**src/rtl/pipeline_pkg.sv**
```systemverilog
// Shared pipeline definitions: flow-control FSM state encoding, NOP
// instruction encoding and register-address width.
package pipeline_pkg;

    localparam int          REG_ADDR_W = 5;
    localparam logic [31:0] NOP_INSTR  = 32'h0000_0000;

    typedef enum logic [1:0] {
        ST_RUN    = 2'b00,
        ST_DRAIN  = 2'b01,
        ST_HALTED = 2'b10
    } flow_state_t;

endpackage

```
**src/rtl/hazard_detect_unit.sv**
```systemverilog
// Load-use hazard comparator: flags when the load in EX writes a register
// that the instruction in ID reads. Register 0 never creates a hazard.
module hazard_detect_unit
    import pipeline_pkg::*;
#(
    parameter int NB_REG_ADDR = REG_ADDR_W
) (
    input  logic                   mem_read,
    input  logic [NB_REG_ADDR-1:0] ex_rt,
    input  logic [NB_REG_ADDR-1:0] id_rs,
    input  logic [NB_REG_ADDR-1:0] id_rt,
    output logic                   load_use
);

    assign load_use = mem_read & (ex_rt != '0) &
                      ((ex_rt == id_rs) | (ex_rt == id_rt));

endmodule

```
**src/rtl/pipeline_flow_ctrl.sv**
```systemverilog
// Pipeline flow control: load-use stalls, branch flushes, debug single-step
// and halt draining. Define FLOW_CTRL_PERF_CNT_EN to build the stall/flush counters.
module pipeline_flow_ctrl
    import pipeline_pkg::*;
#(
    parameter int NB_REG_ADDR  = REG_ADDR_W,
    parameter int DRAIN_CYCLES = 4,
    parameter int NB_CNT       = 32
) (
    input  logic                   i_clk,
    input  logic                   i_reset,
    input  logic                   i_ID_EX_memRead,
    input  logic [NB_REG_ADDR-1:0] i_ID_EX_rt,
    input  logic [NB_REG_ADDR-1:0] i_IF_ID_rs,
    input  logic [NB_REG_ADDR-1:0] i_IF_ID_rt,
    input  logic                   i_branch_taken,
    input  logic                   i_halt,
    input  logic                   i_debug_mode,
    input  logic                   i_step,
    output logic                   o_pipe_en,
    output logic                   o_PCwrite,
    output logic                   o_IF_ID_write,
    output logic                   o_IF_ID_flush,
    output logic                   o_ID_EX_bubble,
    output logic                   o_halted,
    output logic [NB_CNT-1:0]      o_stall_count,
    output logic [NB_CNT-1:0]      o_flush_count
);

    localparam int DRAIN_W = $clog2(DRAIN_CYCLES) + 1;

    flow_state_t        state, state_next;
    logic [DRAIN_W-1:0] drain_cnt, drain_cnt_next;
    logic               i_step_q;
    logic               step_pulse;
    logic               load_use;

    hazard_detect_unit #(
        .NB_REG_ADDR(NB_REG_ADDR)
    ) u_hazard (
        .mem_read (i_ID_EX_memRead),
        .ex_rt    (i_ID_EX_rt),
        .id_rs    (i_IF_ID_rs),
        .id_rt    (i_IF_ID_rt),
        .load_use (load_use)
    );

    assign step_pulse = i_step & ~i_step_q;
    assign o_halted   = (state == ST_HALTED);

    always_ff @(posedge i_clk or posedge i_reset) begin
        if (i_reset) begin
            state     <= ST_RUN;
            drain_cnt <= '0;
            i_step_q  <= 1'b0;
        end else begin
            state     <= state_next;
            drain_cnt <= drain_cnt_next;
            i_step_q  <= i_step;
        end
    end

    // The accept cycle counts as the first of DRAIN_CYCLES enabled cycles,
    // so DRAIN freezes once the incremented count reaches DRAIN_CYCLES-1.
    always_comb begin
        state_next     = state;
        drain_cnt_next = drain_cnt;
        o_PCwrite      = 1'b0;
        o_IF_ID_write  = 1'b0;
        o_IF_ID_flush  = 1'b0;
        o_ID_EX_bubble = 1'b0;

        if (i_reset || state == ST_HALTED)
            o_pipe_en = 1'b0;
        else if (i_debug_mode)
            o_pipe_en = step_pulse;
        else
            o_pipe_en = 1'b1;

        if (o_pipe_en) begin
            case (state)
                ST_RUN: begin
                    if (i_branch_taken) begin
                        o_PCwrite      = 1'b1;
                        o_IF_ID_write  = 1'b1;
                        o_IF_ID_flush  = 1'b1;
                        o_ID_EX_bubble = 1'b1;
                    end else if (load_use) begin
                        o_ID_EX_bubble = 1'b1;
                    end else if (i_halt) begin
                        state_next     = ST_DRAIN;
                        drain_cnt_next = '0;
                    end else begin
                        o_PCwrite      = 1'b1;
                        o_IF_ID_write  = 1'b1;
                    end
                end
                ST_DRAIN: begin
                    o_ID_EX_bubble = 1'b1;
                    drain_cnt_next = drain_cnt + DRAIN_W'(1);
                    if (drain_cnt == DRAIN_W'(DRAIN_CYCLES - 2))
                        state_next = ST_HALTED;
                end
                ST_HALTED: begin
                end
                default: begin
                    state_next = ST_RUN;
                end
            endcase
        end
    end

`ifdef FLOW_CTRL_PERF_CNT_EN
    logic [NB_CNT-1:0] stall_cnt, flush_cnt;

    always_ff @(posedge i_clk or posedge i_reset) begin
        if (i_reset) begin
            stall_cnt <= '0;
            flush_cnt <= '0;
        end else begin
            if (o_pipe_en && load_use && !i_branch_taken)
                stall_cnt <= stall_cnt + NB_CNT'(1);
            if (o_pipe_en && i_branch_taken)
                flush_cnt <= flush_cnt + NB_CNT'(1);
        end
    end

    assign o_stall_count = stall_cnt;
    assign o_flush_count = flush_cnt;
`else
    assign o_stall_count = '0;
    assign o_flush_count = '0;
`endif

endmodule

```
**config.mk**
```make
export PLATFORM = sky130hd
export DESIGN_NAME = pipeline_flow_ctrl
export DESIGN_NICKNAME = d
export VERILOG_FILES = /design/src/rtl/pipeline_pkg.sv /design/src/rtl/hazard_detect_unit.sv /design/src/rtl/pipeline_flow_ctrl.sv
export SDC_FILE = /design/constraint.sdc
export NUM_CORES = 1
export LEC_CHECK = 0
export ABC_CLOCK_PERIOD_IN_PS = 2050
export CAP_MARGIN = 20
export CORE_MARGIN = 3
export CORE_UTILIZATION = 31
export CTS_CLUSTER_DIAMETER = 40
export CTS_CLUSTER_SIZE = 8
export DETAILED_ROUTE_END_ITERATION = 7
export PLACE_DENSITY = 0.81
export SLEW_MARGIN = 10
export SYNTH_ARGS = -nofsm -noshare
export SYNTH_HDL_FRONTEND = slang
export SYNTH_HIERARCHICAL = 1
export SYNTH_SLANG_ARGS = --single-unit
```
**constraint.sdc**
```tcl
create_clock -name i_clk -period 2.05 [get_ports i_clk]
set_input_delay 0.41 -clock i_clk [delete_from_list [all_inputs] [get_ports i_clk]]
set_output_delay 0.41 -clock i_clk [all_outputs]
set_load 0.005 [all_outputs]
```
==> impl_metrics.ini <==
; implementation run metrics
[run_status]
status = finished with violations
violations = setup timing

[placement]
gp_congestion = 0.7835
place_ws_ns = -0.9058

[layout]
lay_top_count = conb_1
logic_area_um2 = 624.3
stdcell_area_um2 = 1230
clock_area_share_pct = 1.831
fillers = 332
antenna_cells = 0
drive_above_1_share_pct = 23.95
final_nets = 193
final_cells = 211
inverters = 4

[worst_setup_path]
cp-startpoint = i_ID_EX_rt[4]
startpoint_type = input pin
cp_max_fo = 2

[clock_network]
clk_pin_slew_ns = 0.05
clockBufferDepth = 2
cts_tree = built

[power_and_ir_drop]
finalPower_w = 0.0006419
leakage_nw = 0.6691
p_comb_share_pct = 52.5

[global_routing]
grt_pass1_vias = 654

[yosys]
yosys_register_bits = 6
ys_sh_simple_pct = 12.48
ys_cells = 123
ys.flop_type = dfrtp_1
synth_warnings = 6

[detailed_routing]
vias = 757

[run]
cap_violations = 0

[final_timing]
fin_ws_ns = -0.1646
setup_viol = 7
hold_viol_final = 0
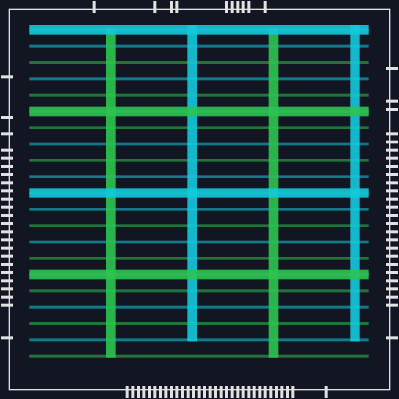
Figure 1: power grid.
Drawn at 6 px/um. Pins as bars on the die edge.
legend:
  green:
    net: VSS
  cyan:
    net: VDD
met4 straps: 4
rows: 20
met1 rails: 21
Core Region: 3078 um^2
Peak VDD IR: 0.1629 mV
die outline width: 63.14 um

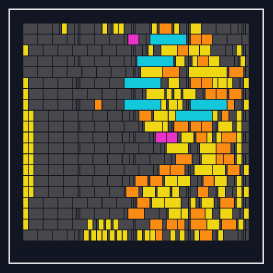
Figure 2: placed cells, one color a class.
Drawn at 4 px/um. Fill, decap, tap and diode cells in gray.
legend:
  orange:
    class: other buffers and delay cells
    cells: 44
  cyan:
    class: flops
    cells: 6
  magenta:
    class: cells driving clock nets
    cells: 3
  yellow:
    class: all other logic
    cells: 114
flop share of the area: 12.21%
row count: 20

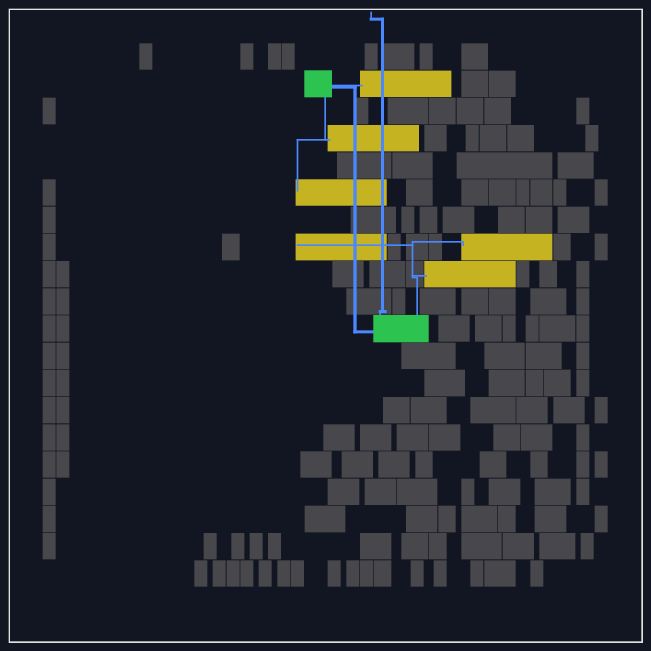
Figure 3: clock wires, drivers and flops.
Drawn at 10 px/um.
legend:
  green:
    item: cells driving clock nets
    count: 3
  yellow:
    item: flip-flops
    count: 6
  blue:
    item: clock wires
    length: 109 um
routed clock nets: 4
Late-Pin Clk Latency: 0.24 ns
Clock Skews: 0.006222 ns
Clk. pwr: 0.000107 W
clock power share: 16.7%

No activity file was given, so power comes from the tool's default toggle rates.
